### The metal 4 layer

Cells faint in the background.
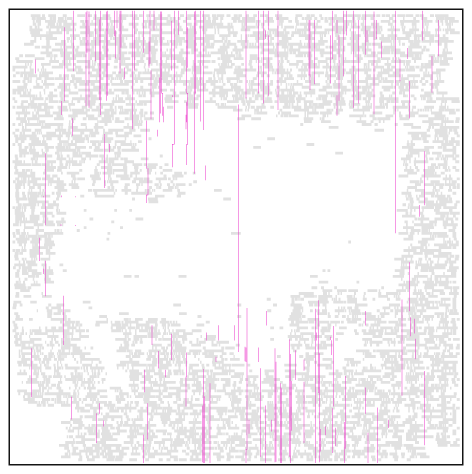
### Clock distribution

The bar under the picture is 100 µm long.
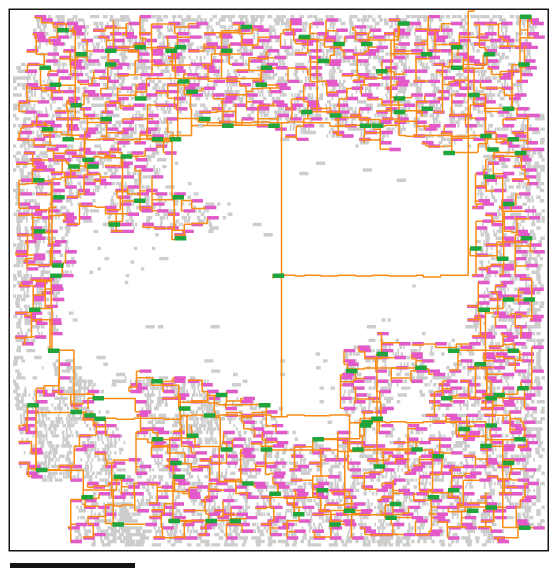
<file path="src/rtl/accum_rd_ctrl.sv">
// accum_rd_ctrl: drains accumulator rows to the output writer over a valid/ready handshake
module accum_rd_ctrl #(
  parameter int DATA_WIDTH = 16,
  parameter int ADDR_WIDTH = 16,
  parameter int SYS_COL = 16,
  parameter int ACC_WIDTH = 32
) (
  input  logic clk,
  input  logic rstn,
  input  logic start,
  input  logic [DATA_WIDTH-1:0] num_row_in,
  input  logic [ADDR_WIDTH-1:0] out_base_addr,
  output logic accum_rd_en,
  output logic [ADDR_WIDTH-1:0] accum_rd_addr,
  input  logic [SYS_COL*ACC_WIDTH-1:0] accum_rd_data,
  output logic out_valid,
  input  logic out_ready,
  output logic [SYS_COL*ACC_WIDTH-1:0] out_data,
  output logic [ADDR_WIDTH-1:0] out_addr,
  output logic busy,
  output logic done
);
  localparam int W = SYS_COL * ACC_WIDTH;
  typedef enum logic [1:0] {IDLE, READ, FLUSH, DONE} state_t;
  state_t state;
  logic [ADDR_WIDTH-1:0] num_q, base_q, rd_idx, wr_idx, addr1, new_addr, num_in;
  logic [W-1:0] data1;
  logic [1:0] occ;
  logic [2:0] credit;
  logic inflight, pop, load_head, flush_empty;
  assign num_in = ADDR_WIDTH'(num_row_in);
  assign pop = out_valid & out_ready;
  assign credit = 3'(occ) + 3'(inflight) - 3'(pop);
  assign accum_rd_en = state == READ && rd_idx < num_q && credit < 3'd2;
  assign accum_rd_addr = accum_rd_en ? rd_idx : '0;
  assign out_valid = occ != 2'd0;
  assign busy = state != IDLE;
  assign done = state == DONE;
  assign new_addr = base_q + wr_idx;
  // an arriving row goes straight to the head when the head is empty or leaving now
  assign load_head = inflight && (occ == 2'd0 || (occ == 2'd1 && pop));
  assign flush_empty = !inflight && (occ == 2'd0 || (occ == 2'd1 && pop));
  always_ff @(posedge clk or negedge rstn)
    if (!rstn) begin
      state <= IDLE;
      num_q <= '0;
      base_q <= '0;
      rd_idx <= '0;
      wr_idx <= '0;
      inflight <= 1'b0;
      occ <= '0;
      out_data <= '0;
      out_addr <= '0;
      data1 <= '0;
      addr1 <= '0;
    end else begin
      inflight <= accum_rd_en;
      occ <= occ + 2'(inflight) - 2'(pop);
      if (accum_rd_en) rd_idx <= rd_idx + ADDR_WIDTH'(1);
      if (inflight) wr_idx <= wr_idx + ADDR_WIDTH'(1);
      if (load_head) begin
        out_data <= accum_rd_data;
        out_addr <= new_addr;
      end else if (pop && occ == 2'd2) begin
        out_data <= data1;
        out_addr <= addr1;
      end
      if (inflight && !load_head) begin
        data1 <= accum_rd_data;
        addr1 <= new_addr;
      end
      case (state)
        IDLE:
          if (start) begin
            num_q <= num_in;
            base_q <= out_base_addr;
            rd_idx <= '0;
            wr_idx <= '0;
            state <= num_in != '0 ? READ : DONE;
          end
        READ: if (accum_rd_en && rd_idx == num_q - ADDR_WIDTH'(1)) state <= FLUSH;
        FLUSH: if (flush_empty) state <= DONE;
        default: state <= IDLE;
      endcase
    end
  assert property (@(posedge clk) disable iff (!rstn) !(inflight && !pop && occ == 2'd2));
endmodule
</file>
<file path="config.mk">
export PLATFORM = sky130hd
export DESIGN_NAME = accum_rd_ctrl
export DESIGN_NICKNAME = d
export VERILOG_FILES = /design/src/rtl/accum_rd_ctrl.sv
export SDC_FILE = /design/constraint.sdc
export NUM_CORES = 2
export LEC_CHECK = 0
export ABC_AREA = 1
export CAP_MARGIN = 30
export CORE_AREA = 2 2 427 429
export DETAILED_ROUTE_END_ITERATION = 7
export DIE_AREA = 0 0 429 431
export GPL_ROUTABILITY_DRIVEN = 0
export PLACE_DENSITY = 0.56
export SLEW_MARGIN = 20
export SYNTH_ARGS = -nofsm -noshare
export SYNTH_HDL_FRONTEND = slang
export SYNTH_SLANG_ARGS = --single-unit
</file>
<file path="constraint.sdc">
create_clock -name clk -period 3.6 [get_ports clk]
set_input_delay 0.9 -clock clk [delete_from_list [all_inputs] [get_ports clk]]
set_output_delay 0.9 -clock clk [all_outputs]
set_load 0.1 [all_outputs]
</file>
==> results.sh <==
# implementation run metrics
export IMPL_ys_cells=5816
export IMPL_lay_top_cells="2,142 x nand2_1, 1,125 x dfrtp_1, 589 x clkdlybuf4s50_1, 587 x buf_4, 507 x nor2_1"
export IMPL_violations="setup timing"
export IMPL_ys_top_logic_family="simple AND/OR/NAND/NOR gates"
export IMPL_placed_cell_area_um2=62000
export IMPL_grt_util_all_layers_pct=20.5
export IMPL_comb_area_um2=18000
export IMPL_clk_latency_ns=0.79
export IMPL_area_sequential_um2=28200
export IMPL_chipWidth_um=429
export IMPL_fp_util_pct=26.9
export IMPL_power_density_nw_per_um2=1110
export IMPL_critPathBufInv=7
export IMPL_ys_sh_mux_pct=0
export IMPL_min_period_ns=4.17
export IMPL_fin_hold_ws_ns=0.253
export IMPL_core_area_um2=180000
export IMPL_clockNetworkAreaShare_pct=6.93
export IMPL_edf_count=0
export IMPL_wl_met3_mm=14.4
export IMPL_synthAoiAreaFrac_pct=13.2
export IMPL_stdcell_area_um2=66800
export IMPL_peakVddDrop_v=0.000877
export IMPL_hold_viol_final=0
export IMPL_status="complete, but fails checks"
export IMPL_nNonClkBuffers=1262
export IMPL_worstPathArrival_ns=3.27
export IMPL_die_h_um=431
export IMPL_ant_nets=0
export IMPL_async_reset_ff_share_pct=100
export IMPL_drv_slew=0
export IMPL_ys_sh_xor_pct=0.560
export IMPL_num_vias=44300
export IMPL_flop_count=1125
export IMPL_dr_wl_met2_mm=91.8
export IMPL_ctsLongestPathBuffers=3
export IMPL_yosys_cell_types_count=35
export IMPL_synth_most_common_cell="nand2_1"
export IMPL_die_area_um2=185000
export IMPL_logic_gate_count=4072
export IMPL_cp_startpoint="out_ready"
export IMPL_crit_top_cell="buf_12"
export IMPL_ys_seq_share_pct=58.1
export IMPL_lay_top_count="nand2_1"
export IMPL_tns_ns=-9.38
export IMPL_synthFlopType="dfrtp_1"
export IMPL_fp_nets=6408
export IMPL_final_cells=9367
export IMPL_relSlewSlack_pct=33.4
export IMPL_yosysTopAreaCell="dfrtp_1"
export IMPL_cts_repair_resized=8
export IMPL_top_layer="met5"
export IMPL_cp_slowest_stage_delay_ns=0.49
export IMPL_drt_initial_drc_count=3522
export IMPL_cp_required_ns=2.70
export IMPL_tightest_slew_ns=0.995
export IMPL_cts_sinks=1125
export IMPL_wl_met1_mm=81.8
export IMPL_hold_path_class="in2async"
export IMPL_syn_area_um2=48500
export IMPL_ys_area_um2=48500
export IMPL_viasPerCell=4.73
export IMPL_antenna_found_initial=59
export IMPL_dominant_cells="sequential cells"
export IMPL_cts_tree="done"
export IMPL_fin_util_pct=37.1
export IMPL_area_leaders="dfrtp_1 58%, nand2_1 17%, a21oi_1 5.1%"
export IMPL_setup_viol=17
export IMPL_fill_cells=18300
export IMPL_cp_max_fo=8
export IMPL_ys_ff=1125
export IMPL_crit_family="adder cells"
export IMPL_firstDrtPassIters=7
export IMPL_post_cts_setup_buffers=8
export IMPL_slowest_stage="fa_1"
export IMPL_io_buffers=1095
export IMPL_worst_r2r_path_depth=17
export IMPL_htreeDepth=4
export IMPL_comb_share_pct=26.9
export IMPL_grt_overflow_total=0
export IMPL_finalPower_mw=74.3
export IMPL_buf_share_pct=18.0
export IMPL_wl_per_cell_um=20.9
export IMPL_r2r_setup_slack_ns=0.68
export IMPL_post_route_period_util_pct=116
export IMPL_warnings=33
export IMPL_cp_cell_sequence="dlygate4sd2_1, buf_12, inv_12, nor2_2, ha_1, inv_1, ha_2, fa_1, a21oi_2, o21ai_2, nor2_4, inv_4, buf_12, nor2_4, buf_12"
export IMPL_syn2layout_area_growth_pct=37.9
export IMPL_cts_root_buffer="clkbuf_16"
export IMPL_clock_buffers=199
export IMPL_tap_cell_count=2370
export IMPL_row_count=156
export IMPL_grt_pass1_vias=42400
export IMPL_setup_ws_ns=-0.575
export IMPL_adder_share_pct=1.17
export IMPL_start_kind="input port"
export IMPL_layout_drive_gt1_share_pct=13.4
export IMPL_drc=0
export IMPL_dp_cells=9077
export IMPL_ctsHoldBuffers=0
export IMPL_r2r_start="occ[0]"
export IMPL_skew_ns=0.0525
export IMPL_yosys_warnings=0
export IMPL_path_depth=15
export IMPL_hpwl_mm=139
export IMPL_fmax_mhz=240
export IMPL_routed_wl_mm=196
export IMPL_dp_slack_ns=-0.860
export IMPL_critPathKind="in2out"
export IMPL_top_cell_area_share_pct=58.1
export IMPL_inv_count=256
export IMPL_syn_area_per_cell_um2=8.33
export IMPL_io_pins=1096
export IMPL_cap_violations=0
export IMPL_cp_endpoint="accum_rd_addr[6]"
export IMPL_numCtsBuffers=134
export IMPL_seq_area_share_pct=42.1
export IMPL_rsz0062_at_grt="yes"
export IMPL_p_leak_nw=32.4
export IMPL_final_net_count=7443
export IMPL_end_kind="output port"
export IMPL_grt_max_degree=90
export IMPL_r2r_end="rd_idx[4]"
export IMPL_antenna_cells=40
export IMPL_synth_top_cells_by_count="2,143 x nand2_1, 1,125 x dfrtp_1, 525 x nor2_1"
export IMPL_grt_pass1_wl_mm=289
export IMPL_path_clk_slew_ns=0.06
## Picture notes: 'The metal 4 layer'
wire length on this layer: 7,390 µm
longest straight run: 235 µm
nets with wire on the layer: 115
main direction: vertical
share of all routed wire: 3.8%

## Picture notes: 'Clock distribution'
[magenta] flip-flops | count: 1,125
[orange] clock wires | length: 16,300 µm
[green] clock-net drivers | count: 134
routed clock nets: 135
flops lie: all over the die

==> flip-flops by register name, summed over array words and instances, names as in the netlist <==
register	count
out_data	512
rd_idx	16
wr_idx	16
base_q	16
addr1	16
occ	2
data1	512
state	2
inflight	1
num_q	16
out_addr	16
==> metal layers <==
layer / global-route usage [%] / vias up
met5: 0 / -
met1: 26.5 / 21800
li1: - / 20700
met2: 32.2 / 1479
met3: 5.72 / 340
met4: 8.63 / 16
==> power breakdown <==
part	internal [mW]	leakage, nW	switching, mW
Clock	8.42	2.28	5.78
Sequential	18.4	14.1	3.53
Combinational	8.45	16.0	29.8
No activity file was given, so power comes from the tool's default toggle rates.
